run_1/pdn.png
Scale bar: 20 um. Pins as bars on the die edge. Tap cells in grey.
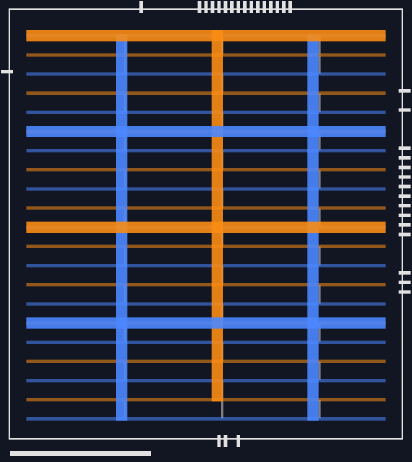
run_1/cell_classes.png
Scale bar: 20 um.
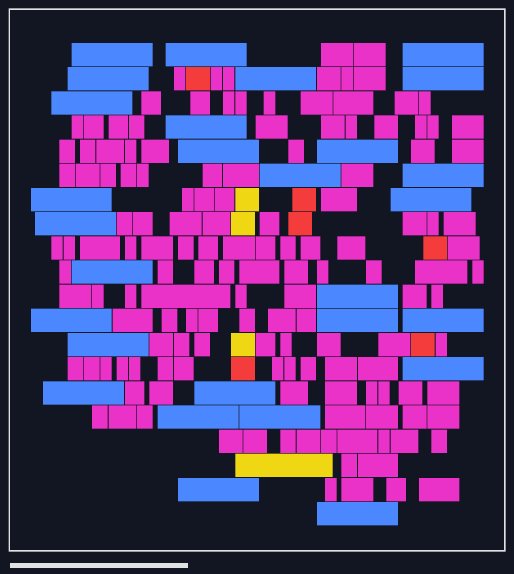
run_1/clock_map.png
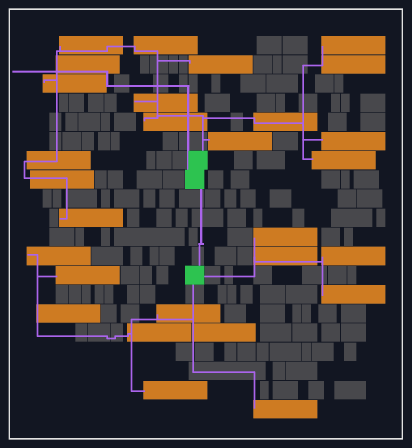
run_1/metal_stack.png
Scale bar: 20 um. Only two layers are drawn.
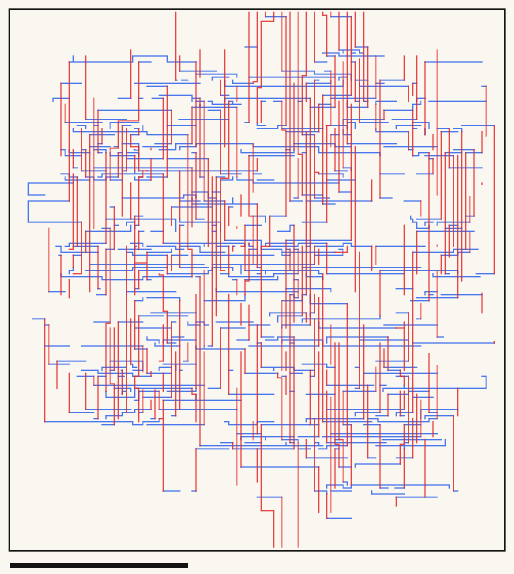
==> config.mk <==
export PLATFORM = sky130hd
export DESIGN_NAME = uart_console_arbiter
export DESIGN_NICKNAME = d
export VERILOG_FILES = /design/src/rtl/uart_console_arbiter.sv
export SDC_FILE = /design/constraint.sdc
export NUM_CORES = 1
export LEC_CHECK = 0
export ABC_AREA = 0
export CAP_MARGIN = 25
export CORE_ASPECT_RATIO = 1.1
export CORE_MARGIN = 2
export CORE_UTILIZATION = 60
export DETAILED_ROUTE_END_ITERATION = 7
export DONT_BUFFER_PORTS = 1
export PLACE_DENSITY = 0.76
export SYNTH_ARGS = -nofsm -noshare
export SYNTH_HDL_FRONTEND = slang
export SYNTH_SLANG_ARGS = --single-unit
==> constraint.sdc <==
create_clock -name clock -period 3 [get_ports clock]
set_clock_uncertainty 0.05 [all_clocks]
set_input_delay 0.9 -clock clock [delete_from_list [all_inputs] [get_ports clock]]
set_output_delay 0.9 -clock clock [all_outputs]
set_load 0.03 [all_outputs]
==> src/rtl/uart_console_arbiter.sv <==
`timescale 1ns/1ps
// uart_console_arbiter
//   Shares one console character port between NUM_REQ requesters. The console
//   is locked to a single owner for a whole line (up to and including 8'h0a).
//   Ownership passes round-robin when the line ends, or when the owner has
//   sent nothing for TIMEOUT cycles. GAP idle cycles follow every accepted
//   char to pace the console.
//
//   Ports:
//     clock, reset         system clock, async active-high reset
//     req_valid[i]         requester i presents a char
//     req_ch[8i+7:8i]      char of requester i
//     req_ready[i]         char of requester i taken when valid & ready
//     io_uart_out_valid    one-cycle strobe per console char
//     io_uart_out_ch       console char
//     locked               an owner holds the console
//     owner                current owner index, 0 when not locked
//
//   state   | meaning
//   S_IDLE  | nobody owns the console; pick the next requester round-robin
//   S_LOCKED| owner streams one line; others are held off
module uart_console_arbiter #(
  parameter int NUM_REQ = 2,
  parameter int TIMEOUT = 256,
  parameter int GAP     = 0
) (
  input  logic                 clock,
  input  logic                 reset,
  input  logic [NUM_REQ-1:0]   req_valid,
  input  logic [8*NUM_REQ-1:0] req_ch,
  output logic [NUM_REQ-1:0]   req_ready,
  output logic                 io_uart_out_valid,
  output logic [7:0]           io_uart_out_ch,
  output logic                 locked,
  output logic [2:0]           owner
);

  localparam int TMO_W = $clog2(TIMEOUT);

  typedef enum logic {S_IDLE, S_LOCKED} state_t;

  state_t           state_q, state_d;
  logic [2:0]       owner_q, owner_d;
  logic [2:0]       rr_ptr_q, rr_ptr_d;
  logic             out_valid_q, out_valid_d;
  logic [7:0]       out_ch_q, out_ch_d;
  logic [3:0]       gap_q, gap_d;
  logic [TMO_W-1:0] tmo_q, tmo_d;

  // Requester buses padded to the 3-bit owner range so the owner index can
  // select from them directly for any NUM_REQ.
  logic [7:0]  valid_pad;
  logic [63:0] ch_pad;
  logic        own_valid;
  logic [7:0]  own_ch;
  logic        xfer;
  logic        grant_found;
  logic [2:0]  grant_idx;
  logic [2:0]  owner_next;

  always_comb begin
    valid_pad = '0;
    valid_pad[NUM_REQ-1:0] = req_valid;
    ch_pad = '0;
    ch_pad[8*NUM_REQ-1:0] = req_ch;
  end

  assign own_valid  = valid_pad[owner_q];
  assign own_ch     = ch_pad[{owner_q, 3'b000} +: 8];
  assign owner_next = (owner_q == 3'(NUM_REQ-1)) ? 3'd0 : owner_q + 3'd1;
  assign xfer       = (state_q == S_LOCKED) && (gap_q == 4'd0) && own_valid;

  // First valid requester starting at rr_ptr, wrapping modulo NUM_REQ.
  always_comb begin
    logic [3:0] idx;
    idx         = '0;
    grant_found = 1'b0;
    grant_idx   = '0;
    for (int k = 0; k < NUM_REQ; k++) begin
      idx = {1'b0, rr_ptr_q} + 4'(k);
      if (idx >= 4'(NUM_REQ)) idx = idx - 4'(NUM_REQ);
      if (!grant_found && valid_pad[idx[2:0]]) begin
        grant_found = 1'b1;
        grant_idx   = idx[2:0];
      end
    end
  end

  // Ready comes only from registered state, never from req_valid.
  always_comb begin
    req_ready = '0;
    for (int i = 0; i < NUM_REQ; i++)
      req_ready[i] = (state_q == S_LOCKED) && (gap_q == 4'd0) && (owner_q == 3'(i));
  end

  always_comb begin
    state_d     = state_q;
    owner_d     = owner_q;
    rr_ptr_d    = rr_ptr_q;
    out_valid_d = 1'b0;
    out_ch_d    = out_ch_q;
    gap_d       = gap_q;
    tmo_d       = tmo_q;
    if (gap_q != 4'd0) gap_d = gap_q - 4'd1;
    case (state_q)
      S_IDLE: begin
        if (grant_found) begin
          state_d = S_LOCKED;
          owner_d = grant_idx;
          tmo_d   = '0;
          gap_d   = '0;
        end
      end
      S_LOCKED: begin
        if (xfer) begin
          out_valid_d = 1'b1;
          out_ch_d    = own_ch;
          gap_d       = 4'(GAP);
          tmo_d       = '0;
          if (own_ch == 8'h0a) begin
            state_d  = S_IDLE;
            owner_d  = '0;
            rr_ptr_d = owner_next;
          end
        end else if (gap_q == 4'd0) begin
          // A transfer in the same cycle takes priority over the timeout.
          if (tmo_q == TMO_W'(TIMEOUT-1)) begin
            state_d  = S_IDLE;
            owner_d  = '0;
            rr_ptr_d = owner_next;
          end else begin
            tmo_d = tmo_q + 1'b1;
          end
        end
      end
      default: state_d = S_IDLE;
    endcase
  end

  always_ff @(posedge clock or posedge reset) begin
    if (reset) begin
      state_q     <= S_IDLE;
      owner_q     <= '0;
      rr_ptr_q    <= '0;
      out_valid_q <= 1'b0;
      out_ch_q    <= '0;
      gap_q       <= '0;
      tmo_q       <= '0;
    end else begin
      state_q     <= state_d;
      owner_q     <= owner_d;
      rr_ptr_q    <= rr_ptr_d;
      out_valid_q <= out_valid_d;
      out_ch_q    <= out_ch_d;
      gap_q       <= gap_d;
      tmo_q       <= tmo_d;
    end
  end

  assign io_uart_out_valid = out_valid_q;
  assign io_uart_out_ch    = out_ch_q;
  assign locked            = (state_q == S_LOCKED);
  assign owner             = owner_q;

endmodule

==> results.yml, run 1 <==
# physical design summary
global_route:
  track_usage: 0.217
  antenna_found_initial: 0
  grt_max_degree: 29
  grt_pass1_wl_um: 5820
  grt_pass1_vias: 1268
cts:
  root_buffer: "clkbuf_4"
  clk_pin_slew_worst_paths_ns: 0.15
  post_cts_buffers: 0
  clk_latency_ns: 0.32
  cts_hold_buf: 0
  cts.sinks: 28
run_status:
  status: "complete, no violations"
detailed_routing:
  dr.pass1.iters: 4
  ant_nets: 0
  vias_per_cell: 6.29
  via_count: 1352
  drt_iter0_markers: 37
worst_hold_path:
  hold_path_class: "input pin to async pin"
synthesis:
  yosys.area.top_type: "dfrtp_1"
  syn_inst: 182
  syn_area_sq_um: 1760
  synth_top_cell_by_count: "dfrtp_1"
  synthTopCellsByCount: "28 x dfrtp_1, 21 x nand2_1, 17 x mux2i_1"
  synth_warnings: 0
  ys_types: 49
  ys_seq_frac: 0.399
  yosys_cells: 182
  ys.flop_type: "dfrtp_1"
  async_reset_ff_frac: 1.00
  synth_flops: 28
  avgSynthCellArea_sq_um: 9.66
  yosys.area.top_type_share: 0.399
layout:
  comb_area_sq_um: 952
  sh_comb_area: 0.519
  synthToLayoutAreaGrowth_pct: 4.27
  comb.multi_input.count: 133
  seq_cell_count: 28
  num_antenna_cells: 0
  layout.nets: 210
  num-clock-buffers: 3
  buf_share: 0.0246
  n_all_inverters: 11
power_and_ir_drop:
  maxPowerGroup: "registers"
  ir_worst_vdd_mv: 0.596
  powerSeq_uw: 745
  power_density_nw_per_um2: 924
  power.internal_uw: 932
floorplan:
  n_tap_cell: 33
  placeableCoreArea_sq_um: 2780
  die_h_um: 60.8
  die_w_um: 55.6
  dieArea_sq_um: 3380
  io_pins: 35
setup_path:
  start_kind: "flip-flop"
  critPathKind: "flip-flop to output port"
  cp_cell_sequence: "inv_1 > ha_1 > nand4bb_4 > nor3_1 > buf_4"
  startpoint: "gap_q[0]"
  cp_slowest_stage_delay_ns: 0.40
  r2r_end: "rr_ptr_q[2]"
timing:
  hold_viol: 0
  min_period_ns: 2.73
  drv_slew: 0
  rsz0062_at_grt: "false"
  max_freq_mhz: 366
run:
  tool_warnings: 29
  maxCapViolCount: 0
place:
  gp_congestion: 0.806
  hpwl_um: 2750
## Picture notes: pdn.png
[VDD] orange
[VSS] blue
met5 straps: 4
met4 straps: 3
met1 rails: 21
signal pins: 35

## Picture notes: cell_classes.png
[other buffers and delay cells] red | cells: 6
[clock drivers and dummy loads] yellow | cells: 4
[all other logic] magenta | cells: 144
[flip-flops] blue | cells: 28

## Picture notes: clock_map.png
[flip-flops] orange | count: 28
[clock wires] purple | length: 295 um
[cells driving clock nets] green | count: 3
flops lie: spread over the die
routed clock nets: 4

## Picture notes: metal_stack.png
[met2] red | wire length: 1890 um
[met1] blue | wire length: 1530 um

run 1: critical path: cells and delay by family (launching register included):
| family | cells | cell delay [ns] |
|---|---|---|
| adder cells (fa/ha/maj) | 1 | 0.28 |
| buffers and inverters | 2 | 0.29 |
| flip-flops | 1 | 0.40 |
| AND/OR/NAND/NOR | 2 | 0.50 |
run 1: per-layer routing:
metal	up-vias	track usage	part of all wire
met3	6	0.0299	0.036
met5	-	0	0
li1	663	-	-
met1	650	0.270	0.43
met4	0	0.0523	0.012
met2	33	0.405	0.53
run 1: layout by cell type, fill, tap and decap left out, types with 2 or more instances in the layout:
cell / instances
o31ai_1: 7
nor2_1: 6
o21ai_0: 8
a31o_2: 2
or4b_1: 2
a31oi_1: 4
clkbuf_4: 3
inv_1: 10
nand2b_1: 2
a21oi_1: 12
a21o_1: 2
xor2_1: 2
nor3_1: 3
or3_1: 3
a211oi_1: 2
buf_4: 6
and3_1: 2
nand3_1: 4
nand2_1: 21
and2_1: 2
ha_1: 7
mux2i_1: 17
a21boi_1: 2
dfrtp_1: 28
run 1: per-stage QoR:
| step | setup WS [ns] | power [mW] | util |
|---|---|---|---|
| finish | 0.267 | 1.69 | 0.660 |
| global route | 0.116 | 1.82 | 0.660 |
| CTS | 0.260 | 1.70 | 0.660 |
| detailed placement | 0.567 | 1.46 | 0.641 |
| global placement | 0.674 | 1.42 | 0.641 |
| floorplan | 0.225 | 1.32 | - |
run 1: kinds of logic after synthesis:
| kind of cell | synth area share |
|---|---|
| mux | 0.0968 |
| flops | 0.399 |
| simple gates | 0.180 |
| buf+inv | 0.0598 |
| compound gates | 0.200 |
| fa+ha+maj | 0.0498 |
| xor+xnor | 0.0149 |
==> inputs of run 2 (changes only) <==
- CORE_UTILIZATION: 60 -> 35
- MAX_ROUTING_LAYER: default -> met4
- PLACE_DENSITY: 0.76 -> default
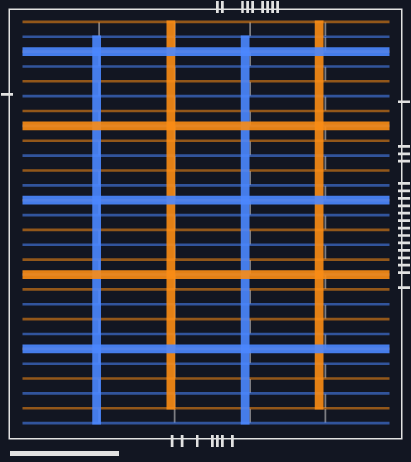
run_2/pdn.png
Scale bar: 20 um. Pins as bars on the die edge. Tap cells in grey.
[VDD] orange
[VSS] blue
signal pins: 35
rows: 27
met1 rails: 28
met4 straps: 4
met5 straps: 5

==> run 2 against run 1 <==
Net effect:
- maximum frequency down 0.39%
- global-route usage fell by 7.7 points
- sequential share of layout area down 0.84 points
- clock power down 2%
- critical path depth stayed put
- area after synthesis is the same
- flip-flop count stayed put
- hold slack better by 0.012 ns
- die size is 66% higher
- largest cell class unchanged
==> results.yml, run 2 <==
# physical design summary
cts:
  cts.sinks: 28
  cts_hold_buf: 0
  root_buffer: "clkbuf_8"
  clk_pin_slew_worst_paths_ns: 0.10
  post_cts_buffers: 0
  clk_latency_ns: 0.28
layout:
  layout_top_cell: "dfrtp_1"
  num_antenna_cells: 0
  layout.nets: 211
  synthToLayoutAreaGrowth_pct: 6.62
  final_cell_mix: "28 x dfrtp_1, 21 x nand2_1, 17 x mux2i_1, 12 x a21oi_1, 10 x inv_1"
  final_cell_area_sq_um: 1870
setup_path:
  cp_cell_sequence: "inv_1 > ha_1 > nand4bb_4 > nor3_1 > buf_4"
  cp_slowest_stage_delay_ns: 0.39
  required_ns: 2.05
  r2r_end: "owner[0]"
  path_buffers: 2
  cp.arrival_ns: 1.79
  crit_family: "simple AND/OR/NAND/NOR gates"
power_and_ir_drop:
  comb_power_share: 0.435
  power_density_nw_per_um2: 900
  ir_worst_vdd_mv: 0.222
  p_leak_nw: 0.841
  power.internal_uw: 923
floorplan:
  io_pins: 35
  die_h_um: 78.3
  die_w_um: 71.6
  dieArea_sq_um: 5610
  placeableCoreArea_sq_um: 4930
  initCoreUtil: 0.356
global_route:
  grt_pass1_wl_um: 6090
  track_usage: 0.140
  grt_pass1_vias: 1255
  grt_use_met1: 0.172
  grt_max_degree: 29
  grt_util_met2: 0.227
  grt-busiest-layer: "met2"
  antenna_found_initial: 0
  met3_usage: 0.0347
timing:
  fin_ws_ns: 0.256
  max_freq_mhz: 364
  rsz0062_at_grt: "false"
  min_period_ns: 2.74
  hold_viol: 0
  drv_slew: 0
  worst_slew_pin_slew_ns: 0.606
synthesis:
  yosys.area.top_type: "dfrtp_1"
  synthAdderAreaFrac: 0.0498
  avgSynthCellArea_sq_um: 9.66
  synth_warnings: 0
  syn_inst: 182
  synthXorXnorAreaFrac: 0.0149
  synth_top_cell_by_count: "dfrtp_1"
  synthTopCellsByCount: "28 x dfrtp_1, 21 x nand2_1, 17 x mux2i_1"
  ys_sh_simple: 0.180
  ys_seq_frac: 0.399
  synth_flops: 28
  async_reset_ff_frac: 1.00
  logic_family: "AND-OR/OR-AND gates"
  synth_compound_gate_area_share: 0.200
  ys.flop_type: "dfrtp_1"
  yosys.area.top_type_share: 0.399
  yosys_cells: 182
  mux_share: 0.0968
  ys_types: 49
  syn_area_sq_um: 1760
place:
  place_ws_ns: 0.565
  gp_congestion: 0.788
run:
  maxCapViolCount: 0
  tool_warnings: 29
detailed_routing:
  via_count: 1290
  drt_iter0_markers: 45
  wl_per_cell_um: 15.3
  dr.pass1.iters: 4
  ant_nets: 0
  vias_per_cell: 5.35
worst_hold_path:
  hold_path_class: "flip-flop to flip-flop"
  hold_start: "tmo_q[6]"
run_status:
  status: "complete, no violations"
## run 2: stage by stage
| stage | hold WS (ns) | utilization | power, mW | instances |
|---|---|---|---|---|
| 2_1_floorplan | 0.409 | - | 1.32 | 182 |
| 3_3_place_gp | 0.448 | 0.369 | 1.45 | 237 |
| 3_5_place_dp | 0.448 | 0.369 | 1.46 | 237 |
| 4_1_cts | 0.463 | 0.380 | 1.71 | 241 |
| 5_1_grt | 0.491 | 0.380 | 1.83 | 241 |
| 6_report | 0.465 | 0.380 | 1.69 | 241 |
## run 2: routing by layer
metal | vias up | routed length (um) | share of wire
met5 | - | 0 | 0
met4 | 0 | 40 | 0.011
met3 | 5 | 190 | 0.052
met2 | 26 | 1750 | 0.47
met1 | 603 | 1700 | 0.46
li1 | 656 | - | -
## run 2: worst max path at each step
stage | cells past startpoint | end | start | slack (ns)
2_1_floorplan | 4 | req_ready[0] | locked | 0.23
3_3_place_gp | 3 | req_ready[0] | owner[2] | 0.58
3_5_place_dp | 5 | rr_ptr_q[1] | req_ch[12] | 0.57
4_1_cts | 3 | req_ready[0] | owner[2] | 0.24
5_1_grt | 5 | req_ready[0] | gap_q[0] | 0.09
6_report | 5 | req_ready[0] | gap_q[0] | 0.26
## run 2: area by class of cell
cell class | count | area, sq um
Fill cell | 509 | 3060
Clock buffer | 4 | 55.1
Multi-Input combinational cell | 133 | 952
Inverter | 11 | 41.3
Timing Repair Buffer | 7 | 52.6
Tap cell | 58 | 72.6
Sequential cell | 28 | 701
## run 2: power by group through the flow
stage                     clock network, mW  logic, mW  registers, mW
after floorplan                           0      0.597          0.719
after global placement                    0      0.734          0.720
after detailed placement                  0      0.739          0.724
after CTS                             0.247      0.742          0.716
after global routing                  0.262      0.827          0.738
final                                 0.239      0.733          0.715
Power figures rest on the tool's default switching activity, not on a simulated workload.
